$ cat src/rtl/vh_pkg.sv
// Shared definitions for the expression-block regression drivers: bus widths,
// operand/result field map, driver state encoding and the default MISR polynomial.
package vh_pkg;

  localparam int STIM_W = 60;
  localparam int Y_W    = 90;
  localparam int SIG_W  = 32;

  // stim = {a0,a1,a2,a3,a4,a5,b0,b1,b2,b3,b4,b5}, a0 at the MSB end
  localparam int STIM_FLD_N = 12;
  localparam int STIM_FLD_W   [STIM_FLD_N] = '{4, 5, 6, 4, 5, 6, 4, 5, 6, 4, 5, 6};
  localparam int STIM_FLD_LSB [STIM_FLD_N] = '{56, 51, 45, 41, 36, 30, 26, 21, 15, 11, 6, 0};

  // y = {y0..y17}, 5 bits each, y0 at the MSB end
  localparam int Y_FLD_N = 18;
  localparam int Y_FLD_W = 5;

  function automatic int y_fld_lsb(input int k);
    return Y_W - Y_FLD_W * (k + 1);
  endfunction

  localparam logic [SIG_W-1:0] DFLT_POLY = 32'h04C1_1DB7;

  typedef enum logic [1:0] {
    ST_IDLE    = 2'd0,
    ST_SETTLE  = 2'd1,
    ST_CAPTURE = 2'd2,
    ST_DONE    = 2'd3
  } vh_state_e;

endpackage

$ cat src/rtl/vh_misr.sv
// 32-bit MISR: folds a 90-bit result word to 32 bits and merges it into the
// running signature on each enabled cycle.
module vh_misr
  import vh_pkg::*;
#(
  parameter logic [SIG_W-1:0] POLY = DFLT_POLY
) (
  input  logic             clk,
  input  logic             rst,
  input  logic             i_clear,
  input  logic             i_en,
  input  logic [Y_W-1:0]   i_y,
  output logic [SIG_W-1:0] o_sig
);

  logic [SIG_W-1:0] r_sig;
  logic [SIG_W-1:0] w_fold;
  logic [SIG_W-1:0] w_shift;

  // the 26-bit top slice is zero-extended so all 90 bits reach the signature
  assign w_fold  = i_y[31:0] ^ i_y[63:32] ^ {6'b0, i_y[89:64]};
  assign w_shift = {r_sig[SIG_W-2:0], 1'b0} ^ (r_sig[SIG_W-1] ? POLY : '0);

  always_ff @(posedge clk or posedge rst) begin
    if (rst) begin
      r_sig <= '0;
    end else if (i_clear) begin
      r_sig <= '0;
    end else if (i_en) begin
      r_sig <= w_shift ^ w_fold;
    end
  end

  assign o_sig = r_sig;

endmodule

$ cat src/rtl/vh_stim_driver.sv
// Stimulus/response harness: drives LFSR operand vectors, waits for the block
// to settle, then compresses each result word into a MISR signature.
module vh_stim_driver
  import vh_pkg::*;
#(
  parameter int                SETTLE_CYC = 2,
  parameter int                CNT_W      = 16,
  parameter logic [SIG_W-1:0]  SIG_POLY   = DFLT_POLY,
  parameter logic [63:0]       SEED_DFLT  = 64'h0123_4567_89AB_CDEF
) (
  input  logic              clk,
  input  logic              rst,
  input  logic              start,
  input  logic              abort,
  input  logic [CNT_W-1:0]  num_vec,
  input  logic [63:0]       seed,
  output logic [STIM_W-1:0] stim,
  input  logic [Y_W-1:0]    y,
  output logic              busy,
  output logic              done,
  output logic [CNT_W-1:0]  vec_count,
  output logic [SIG_W-1:0]  signature
);

  localparam int SC_W = (SETTLE_CYC > 1) ? $clog2(SETTLE_CYC) : 1;

  vh_state_e         r_state, w_next;
  logic [63:0]       r_lfsr;
  logic [STIM_W-1:0] r_stim;
  logic [CNT_W-1:0]  r_vec_count;
  logic [CNT_W-1:0]  r_limit;
  logic [SC_W-1:0]   r_settle;

  logic              w_load;
  logic              w_cap;
  logic              w_settle_inc;
  logic [63:0]       w_seed;
  logic [63:0]       w_lfsr_nxt;
  logic [CNT_W-1:0]  w_vec_inc;

  assign w_seed     = (seed == 64'd0) ? SEED_DFLT : seed;
  assign w_lfsr_nxt = {r_lfsr[62:0], r_lfsr[63] ^ r_lfsr[62] ^ r_lfsr[60] ^ r_lfsr[59]};
  assign w_vec_inc  = r_vec_count + CNT_W'(1);

  always_ff @(posedge clk or posedge rst) begin
    if (rst) r_state <= ST_IDLE;
    else     r_state <= w_next;
  end

  // abort wins over everything, including a capture due this cycle
  always_comb begin
    w_next       = r_state;
    w_load       = 1'b0;
    w_cap        = 1'b0;
    w_settle_inc = 1'b0;
    if (abort) begin
      w_next = ST_IDLE;
    end else begin
      case (r_state)
        ST_IDLE, ST_DONE: begin
          if (start) begin
            w_load = 1'b1;
            w_next = (num_vec == '0) ? ST_DONE : ST_SETTLE;
          end
        end
        ST_SETTLE: begin
          if (r_settle == SC_W'(SETTLE_CYC - 1)) w_next = ST_CAPTURE;
          else                                   w_settle_inc = 1'b1;
        end
        ST_CAPTURE: begin
          w_cap  = 1'b1;
          w_next = (w_vec_inc == r_limit) ? ST_DONE : ST_SETTLE;
        end
        default: w_next = ST_IDLE;
      endcase
    end
  end

  always_ff @(posedge clk or posedge rst) begin
    if (rst) begin
      r_lfsr      <= '0;
      r_stim      <= '0;
      r_vec_count <= '0;
      r_limit     <= '0;
      r_settle    <= '0;
    end else if (w_load) begin
      r_lfsr      <= w_seed;
      r_stim      <= w_seed[STIM_W-1:0];
      r_vec_count <= '0;
      r_limit     <= num_vec;
      r_settle    <= '0;
    end else if (w_cap) begin
      r_lfsr      <= w_lfsr_nxt;
      r_stim      <= w_lfsr_nxt[STIM_W-1:0];
      r_vec_count <= w_vec_inc;
      r_settle    <= '0;
    end else if (w_settle_inc) begin
      r_settle    <= r_settle + SC_W'(1);
    end
  end

  vh_misr #(
    .POLY (SIG_POLY)
  ) u_misr (
    .clk     (clk),
    .rst     (rst),
    .i_clear (w_load),
    .i_en    (w_cap),
    .i_y     (y),
    .o_sig   (signature)
  );

  assign stim      = r_stim;
  assign vec_count = r_vec_count;
  assign busy      = (r_state == ST_SETTLE) || (r_state == ST_CAPTURE);
  assign done      = (r_state == ST_DONE);

endmodule

$ cat config.mk
export PLATFORM = sky130hd
export DESIGN_NAME = vh_stim_driver
export DESIGN_NICKNAME = d
export VERILOG_FILES = /design/src/rtl/vh_pkg.sv /design/src/rtl/vh_misr.sv /design/src/rtl/vh_stim_driver.sv
export SDC_FILE = /design/constraint.sdc
export NUM_CORES = 1
export LEC_CHECK = 0
export CORE_MARGIN = 4
export CORE_UTILIZATION = 45
export CTS_CLUSTER_SIZE = 14
export DETAILED_ROUTE_END_ITERATION = 8
export PLACE_DENSITY = 0.86
export SETUP_SLACK_MARGIN = 0.02
export SYNTH_ARGS = -nofsm -noshare
export SYNTH_HDL_FRONTEND = slang
export SYNTH_SLANG_ARGS = --single-unit
$ cat constraint.sdc
create_clock -name clk -period 4.9 [get_ports clk]
set_clock_uncertainty 0.05 [all_clocks]
set_input_delay 0.49 -clock clk [delete_from_list [all_inputs] [get_ports clk]]
set_output_delay 0.49 -clock clk [all_outputs]
set_load 0.005 [all_outputs]
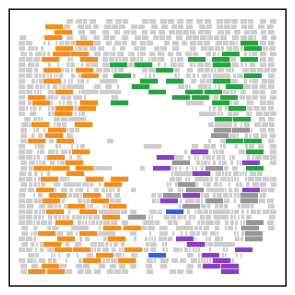
Figure 1: run 1, where the registers sit.
Scale: 2 px per um. Other sequential cells in the stronger gray, the rest of the logic in the fainter gray.
[orange] r_lfsr | flops: 64 | where: a vertical strip on the left
[green] u_misr.o_sig | flops: 32
[purple] r_limit | flops: 16
[blue] r_state | flops: 2
not colored: 17

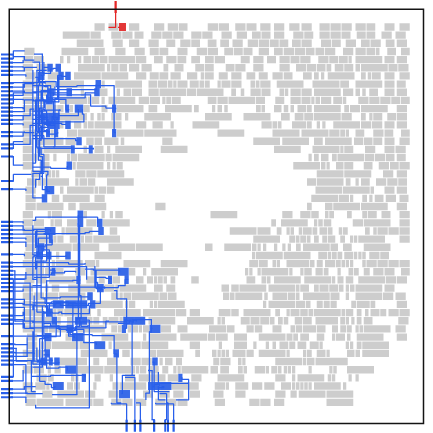
Figure 2: run 1, wires at chosen ports, followed through buffers.
Scale: 3 px per um.
[blue] seed | bits: 64 | direction: input | edge: 57 west, 7 south | end cells: 80 | wire: 2350 um
[red] rst | bits: 1 | direction: input | edge: north | end cells: 1 | wire: 8.30 um

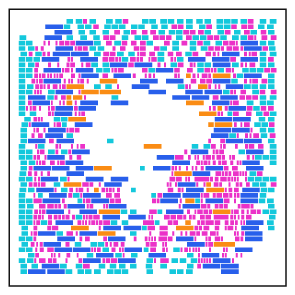
Figure 3: run 1, placement by cell class.
Scale: 2 px per um.
[cyan] other buffers and delay cells | cells: 295 | share of their area: 28%
[blue] flip-flops | cells: 131 | share of their area: 31%
[orange] clock drivers and dummy loads | cells: 31 | share of their area: 5.9%
[magenta] all other logic | cells: 610 | share of their area: 35%

==> impl_metrics.yaml, run 1 <==
# flow metrics
layout:
  num-fill-cells: 1281
  syn_to_final_growth_pct: 42.4
  n_antenna_cell: 0
  final_nets: 1234
clock_tree:
  cts.sinks: 131
  hold_buffers: 0
  clk_latency_ns: 0.42
global_route:
  gr-total-overflow: 0
  track_usage: 0.239
  grt_max_degree: 73
  grt_pass1_wl_mm: 35.4
critical_path:
  cp_max_fo: 32
  path_buffers: 3
  start_kind: "register"
  r2r_cells: 9
  reg2reg_from: "r_state[0]$_DFFE_PP0P_"
min_path:
  hp-class: "register to register"
  min_to: "r_limit[15]$_DFFE_PP0P_"
yosys:
  top_area_cell: "dfrtp_1"
  yosys-stat-area_um2: 7560
floorplan:
  num_rows: 47
  die_h_um: 138
timing:
  slew_headroom: 0.254
detailed_routing:
  first_pass_iters: 5
status:
  outcome: "complete, no violations"
==> run 1: worst max path at each step <==
stage	to	slack [ns]	depth (start not counted)	startpoint
2_1_floorplan	r_lfsr[0]$_DFFE_PP0P_	0.86	1	rst
3_3_place_gp	vec_count[4]$_DFFE_PP0P_	1.77	8	abort
3_5_place_dp	vec_count[5]$_DFFE_PP0P_	1.68	8	abort
4_1_cts	vec_count[5]$_DFFE_PP0P_	2.06	9	r_state[0]$_DFFE_PP0P_
5_1_grt	vec_count[5]$_DFFE_PP0P_	1.76	9	r_state[0]$_DFFE_PP0P_
6_report	vec_count[5]$_DFFE_PP0P_	2.04	9	r_state[0]$_DFFE_PP0P_
==> run 1: logic make-up (layout without fill, tap and decap cells) <==
family,Yosys count,count (layout),synth area share
compound gates,173,173,0.141
xor+xnor,128,128,0.148
fa+ha+maj,5,5,0.00828
buf+inv,119,333,0.0904
flops,131,131,0.434
mux,1,1,0.00132
simple gates,296,296,0.176
==> run 1: through the flow <==
step / setup slack [ns] / hold slack [ns]
floorplan: 0.862 / 0.415
global placement: 1.77 / 0.428
detailed placement: 1.68 / 0.434
CTS: 2.06 / 0.449
global route: 1.76 / 0.474
finish: 2.04 / 0.447
==> run 1: worst register-to-register path, stage by stage, from the launching register on <==
cell and delay [ns]:
dfrtp_1 0.41, inv_1 0.06, ha_1 0.20, nor2b_2 0.15, buf_4 0.26, nand2_1 0.86
buf_4 0.41, nor2_1 0.07, o21ai_0 0.14, o21ai_0 0.11
==> run 1: cell usage after synthesis <==
library cell / instances
or4_1: 1
dfrtp_1: 131
and2_1: 1
nand3_1: 11
buf_4: 60
xnor2_1: 105
nor4_2: 1
nand4_4: 1
a22oi_1: 27
o211ai_1: 1
or3_1: 1
a31oi_1: 27
nand2_1: 175
nor4_4: 1
clkbuf_1: 40
ha_1: 5
a221o_1: 11
nor3b_1: 1
xor2_1: 23
a211oi_1: 2
o31ai_1: 9
buf_1: 3
nor4_1: 21
nor3_1: 13
and3_1: 14
a21oi_1: 8
o22ai_1: 1
buf_2: 9
or3_2: 1
mux2i_1: 1
and3_2: 1
inv_1: 7
nor2b_1: 1
a22o_1: 1
nor3b_2: 1
o21ai_0: 83
nor2_1: 40
o41ai_1: 1
o221ai_1: 1
a211o_1: 1
nand4_1: 10
nand3b_1: 1
==> run 1: metal layers <==
metal / track usage / vias up / wire, um
li1: - / 3264 / -
met1: 0.292 / 3356 / 8850
met2: 0.402 / 410 / 11300
met3: 0.0734 / 44 / 2300
met4: 0.0771 / 0 / 508
met5: 0 / - / 0
==> run 1: report_power, final <==
group / switching, mW / total [mW] / internal, mW
logic: 1.04 / 2.35 / 1.31
registers: 0.413 / 1.93 / 1.51
clock network: 0.479 / 1.32 / 0.839
total: 1.93 / 5.60 / 3.67
==> run 1: state kept, by name, summed over array words and instances (netlist names) <==
register      flops
r_limit          16
r_settle          1
u_misr.o_sig     32
r_lfsr           64
r_state           2
vec_count        16
==> run 1: area by class of cell <==
class	count	area (um^2)	share of cell area
clock buffers	20	467	0.0434
clock inverters	11	154	0.0143
inverters	7	28.8	0.00267
multi-input cells	603	3630	0.338
flip-flops and latches	131	3280	0.305
well taps	220	275	0.0256
repair buffers	295	2920	0.272
Figure 4. Cell outlines without signal wires (run 1).
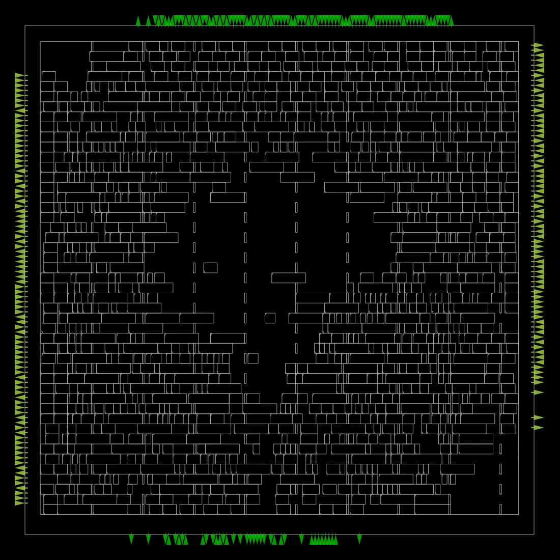

==> inputs of run 2 (changes only) <==
==> constraint.sdc (replaced) <==
create_clock -name clk -period 2.7 [get_ports clk]
set_clock_uncertainty 0.05 [all_clocks]
set_input_delay 0.27 -clock clk [delete_from_list [all_inputs] [get_ports clk]]
set_output_delay 0.27 -clock clk [all_outputs]
set_load 0.005 [all_outputs]
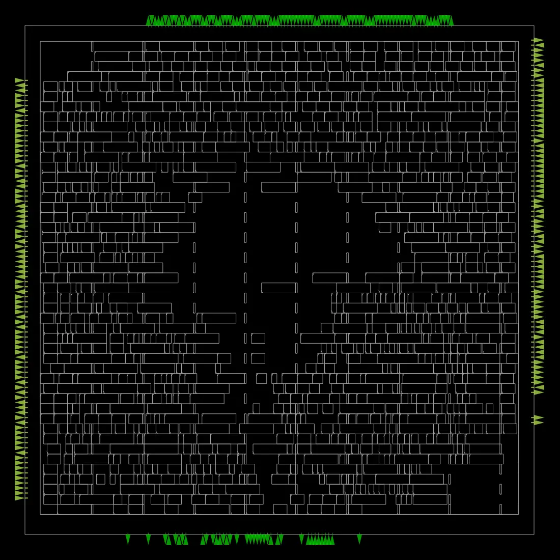
Figure 5: run 2, cell outlines without signal wires.
Final Non-Filler Cells: 1294
sequential share of cell area: 0.303
Fillers: 1313

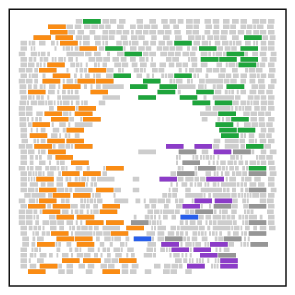
Figure 6: run 2, where the registers sit.
Scale: 2 px per um. Other sequential cells in the stronger gray, the rest of the logic in the fainter gray.
[blue] r_state | flops: 2
[orange] r_lfsr | flops: 64 | where: a vertical strip on the left
[purple] r_limit | flops: 16
[green] u_misr.o_sig | flops: 32
not colored: 17

==> run 2 against run 1 <==
Effect of this change: sequential power up about 80%; count of clock-buffer cells in the layout decreased by 2; cell count increased by 0.54%; die size did not move; critical path type unchanged; largest power group unchanged.
==> impl_metrics.yaml, run 2 <==
# flow metrics
place:
  gp_congestion: 0.922
  dpl.cell_count: 1262
  hpwlAfterDp_mm: 17.3
  numPortBuffers: 283
power:
  ir_worst_vdd_mv: 0.490
  p_leak_nw: 4.46
clock_tree:
  hold_buffers: 0
  clk_latency_ns: 0.42
  postCtsSetupBuffers: 0
  cts_buffer_depth: 2
  cts.sinks: 131
  cts_root_buffer: "clkbuf_16"
critical_path:
  critPathKind: "register to register"
  path_cells: "inv_1, ha_1, inv_1, o22ai_1, or4_1, a211oi_1, nand4_1, o31ai_1"
  start_kind: "register"
  path_buffers: 2
  cp_max_fo: 5
min_path:
  hp-class: "input port to async pin"
floorplan:
  num_rows: 47
  die_h_um: 138
  fp_util: 0.457
  ios: 284
yosys:
  top_area_cell: "dfrtp_1"
  synthTopCellsByCount: "nand2_1, dfrtp_1, xnor2_1, o21ai_0, buf_4"
  synth-async-reset-ratio: 1.00
  synth_seq_share: 0.434
  yosys-stat-area_um2: 7560
  edf_count: 0
  synthFlopType: "dfrtp_1"
  synth_dominant_cell_count: "nand2_1"
layout:
  fin_util: 0.655
  n_antenna_cell: 0
  top_register: "r_lfsr"
  flop_area_um2: 3280
  syn_to_final_growth_pct: 43.3
  final_nets: 1240
  largest_register_ffs: 64
  stdcell_area_um2: 10800
  comb_area_um2: 3630
detailed_routing:
  first_pass_iters: 6
  drt_wl_total_mm: 23.7
  drtIter0Drc: 448
  drc: 0
global_route:
  track_usage: 0.244
  grt_pass1_wl_mm: 36.1
  grt_max_degree: 83
  gr-total-overflow: 0
timing:
  slew_headroom: 0.561
job:
  warnings: 29
status:
  outcome: "complete, no violations"
run 2: cell counts after synthesis:
Identical to the previous run, type by type.
run 2: final cells by class:
type                    instances  area share
clock buffers                  18      0.0396
clock inverters                14      0.0151
inverters                       7     0.00277
multi-input cells             603       0.336
flip-flops and latches        131       0.303
well taps                     220      0.0254
repair buffers                301       0.279
run 2: where the power goes:
group | switching (mW) | total, mW | internal [mW]
logic | 1.97 | 4.39 | 2.42
registers | 0.724 | 3.47 | 2.75
clock network | 0.901 | 2.35 | 1.44
run 2: per-layer routing:
metal / track usage / routed length, um / share of wire / vias to the layer above
li1: - / - / - / 3274
met2: 0.415 / 12000 / 0.51 / 351
met4: 0.0981 / 489 / 0.021 / 0
met5: 0 / 0 / 0 / -
met1: 0.292 / 9110 / 0.39 / 3453
met3: 0.0676 / 2090 / 0.088 / 37
run 2: metrics by stage:
stage,power [mW],hold WS (ns),setup WS [ns]
final,10.2,0.270,0.255
after global routing,10.8,0.311,0.0961
after CTS,10.3,0.274,0.272
after detailed placement,7.86,0.443,0.218
after global placement,7.72,0.429,0.222
after floorplan,6.08,0.286,0.554
run 2: tightest hold or removal path, delay by kind of cell:
family | cells | cell delay, ns
buf+inv | 3 | 0.85
run 2: final timing paths:
check                                  startpoint                            to  slack [ns]  cells past startpoint
setup / recovery           r_state[0]$_DFFE_PP0P_        r_state[1]$_DFFE_PP0P_        0.25                      8
min in group clk                       num_vec[2]        r_limit[2]$_DFFE_PP0P_        0.36                      3
max in group asynchronous                     rst        r_lfsr[25]$_DFFE_PP0P_        1.91                      3
hold / removal                                rst  u_misr.o_sig[28]$_DFFE_PP0P_        0.27                      3
hold reg to reg            r_limit[3]$_DFFE_PP0P_        r_limit[3]$_DFFE_PP0P_        0.45                      2
setup reg to reg           r_state[0]$_DFFE_PP0P_        r_state[1]$_DFFE_PP0P_        0.25                      8
run 2: kinds of logic after synthesis:
logic type | count (synthesis) | share of synthesized area
simple gates | 296 | 0.176
compound gates | 173 | 0.141
flops | 131 | 0.434
xor+xnor | 128 | 0.148
buf+inv | 119 | 0.0904
fa+ha+maj | 5 | 0.00828
mux | 1 | 0.00132
Figure 7. Placement by cell class (run 2).
Scale: 2 px per um.
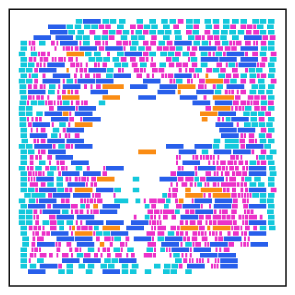

==> inputs of run 3 (changes only) <==
--- a/config.mk
+++ b/config.mk
@@ -6,10 +6,10 @@
 export NUM_CORES = 1
 export LEC_CHECK = 0
 export CORE_MARGIN = 4
-export CORE_UTILIZATION = 45
+export CORE_UTILIZATION = 49
 export CTS_CLUSTER_SIZE = 14
 export DETAILED_ROUTE_END_ITERATION = 8
-export PLACE_DENSITY = 0.86
+export PLACE_DENSITY = 0.93
 export SETUP_SLACK_MARGIN = 0.02
 export SYNTH_ARGS = -nofsm -noshare
 export SYNTH_HDL_FRONTEND = slang
==> constraint.sdc (replaced) <==
create_clock -name clk -period 3 [get_ports clk]
set_clock_uncertainty 0.05 [all_clocks]
set_input_delay 0.3 -clock clk [delete_from_list [all_inputs] [get_ports clk]]
set_output_delay 0.3 -clock clk [all_outputs]
set_load 0.005 [all_outputs]
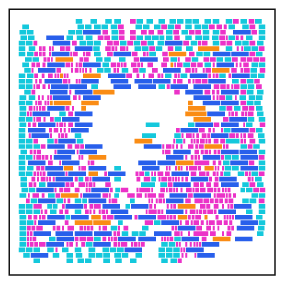
Figure 8: run 3, placement by cell class.
Scale: 2 px per um.
final core utilization: 0.714
row count: 45
Final Cell Area: 10800 um^2
sequential share of cell area: 0.303

==> run 3 against run 2 <==
Effect of this change: total power fell by 9.3%; synthesized area did not move; sequential power fell by 8.9%; worst hold slack got worse by 0.014 ns; sequential cell count did not move; register-to-register slack improved by 0.32 ns; first-iteration DRC count rose by 43%; utilization rose by 5.9 points; via count rose by 1.6%; die size fell by 7.7%; global-route usage rose by 2.5 points; largest power group unchanged.
==> impl_metrics.yaml, run 3 <==
# flow metrics
layout:
  final_nets: 1240
  top_register: "r_lfsr"
  syn_to_final_growth_pct: 43.2
timing:
  hold-worst-slack_ns: 0.257
  slew_headroom: 0.428
detailed_routing:
  drtIter0Drc: 641
  drc: 0
yosys:
  synth_seq_share: 0.434
  top_area_cell: "dfrtp_1"
  synthTopCellsByCount: "nand2_1, dfrtp_1, xnor2_1, o21ai_0, buf_4"
  yosys-stat-area_um2: 7560
  synth-async-reset-ratio: 1.00
  synthFlopType: "dfrtp_1"
  synth_dominant_cell_count: "nand2_1"
critical_path:
  r2r_cells: 8
  path_cells: "inv_1, ha_1, inv_1, o22ai_1, or4_1, a211oi_1, nand4_1, o31ai_1"
  critPathKind: "register to register"
  reg2reg_from: "r_state[0]$_DFFE_PP0P_"
  r2r-end: "r_state[1]$_DFFE_PP0P_"
power:
  ir_worst_vdd_mv: 0.528
  p_leak_nw: 4.48
  total_power_mw: 9.25
clock_tree:
  cts.sinks: 131
  hold_buffers: 0
  postCtsSetupBuffers: 0
  cts_buffer_depth: 2
  clk_latency_ns: 0.42
  cts_root_buffer: "clkbuf_16"
place:
  hpwlAfterDp_mm: 17.5
  numPortBuffers: 283
  gp_congestion: 0.901
  dpl.cell_count: 1230
floorplan:
  ios: 284
  fp_util: 0.499
  die_h_um: 132
min_path:
  hp-class: "input port to async pin"
global_route:
  track_usage: 0.269
  grt_max_degree: 56
status:
  outcome: "complete, no violations"
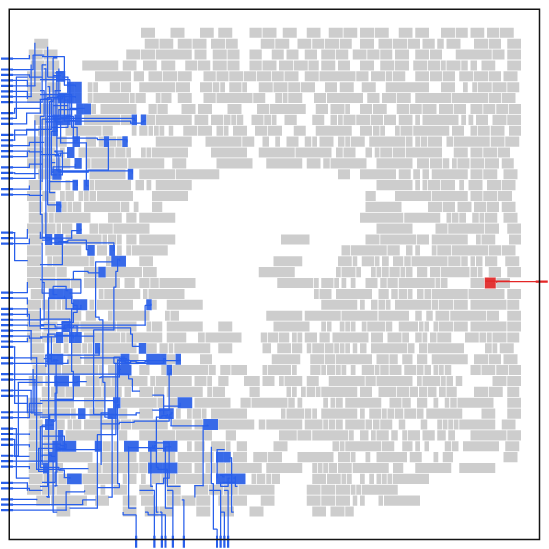
Figure 9: run 3, wires at chosen ports, followed through buffers.
Scale: 4 px per um.
[blue] seed | bits: 64 | direction: input | edge: 54 west, 10 south | end cells: 80 | wire: 2400 um
[red] rst | bits: 1 | direction: input | edge: east | end cells: 1 | wire: 16.5 um

run 3: cell counts after synthesis:
Identical to the previous run, type by type.
run 3: where the power goes:
part	switching [mW]	internal (mW)	total [mW]	leakage, nW
registers	0.687	2.47	3.16	1.66
logic	1.75	2.17	3.92	2.51
clock network	0.763	1.41	2.17	0.305
total	3.20	6.06	9.25	4.48
run 3: final cells by class:
type	count	area (um^2)	area share
clock inverters	9	125	0.0116
clock buffers	23	498	0.0460
well taps	188	235	0.0217
multi-input cells	603	3630	0.336
flip-flops and latches	131	3280	0.303
repair buffers	301	3020	0.279
inverters	7	30.0	0.00278
run 3: worst max-delay path, delay by kind of cell, from the launching register on:
family	cells	cell delay, ns
compound gates	3	0.62
fa+ha+maj	1	0.40
buf+inv	2	0.21
flops	1	0.41
simple gates	2	0.65
run 3: worst max path at each step:
stage,from,endpoint,slack (ns),cells after the start
after floorplan,r_state[0]$_DFFE_PP0P_,r_state[1]$_DFFE_PP0P_,0.85,8
after global placement,seed[9],r_lfsr[53]$_DFFE_PP0P_,0.48,7
after detailed placement,seed[7],r_lfsr[48]$_DFFE_PP0P_,0.42,7
after CTS,r_state[0]$_DFFE_PP0P_,r_state[1]$_DFFE_PP0P_,0.57,8
after global routing,r_state[0]$_DFFE_PP0P_,vec_count[7]$_DFFE_PP0P_,0.40,7
final,r_state[0]$_DFFE_PP0P_,r_state[1]$_DFFE_PP0P_,0.57,8
run 3: stage by stage:
step | util | area (um^2) | worst slack [ns]
after floorplan | - | 7560 | 0.854
after global placement | 0.673 | 10200 | 0.481
after detailed placement | 0.673 | 10200 | 0.416
after CTS | 0.714 | 10800 | 0.573
after global routing | 0.714 | 10800 | 0.397
final | 0.714 | 10800 | 0.571
run 3: cell families (layout without fill, tap and decap cells):
family / Yosys count / in the layout / share of synthesized area
fa+ha+maj: 5 / 5 / 0.00828
xor+xnor: 128 / 128 / 0.148
buf+inv: 119 / 340 / 0.0904
simple gates: 296 / 296 / 0.176
compound gates: 173 / 173 / 0.141
flops: 131 / 131 / 0.434
mux: 1 / 1 / 0.00132
run 3: routing by layer:
layer | vias up | GRT usage | wire length (um)
met5 | - | 0 | 0
met4 | 0 | 0.122 | 830
met3 | 65 | 0.0821 | 2360
met2 | 465 | 0.471 | 11900
met1 | 3414 | 0.300 | 8560
li1 | 3283 | - | -
No activity file was given, so power comes from the tool's default toggle rates.
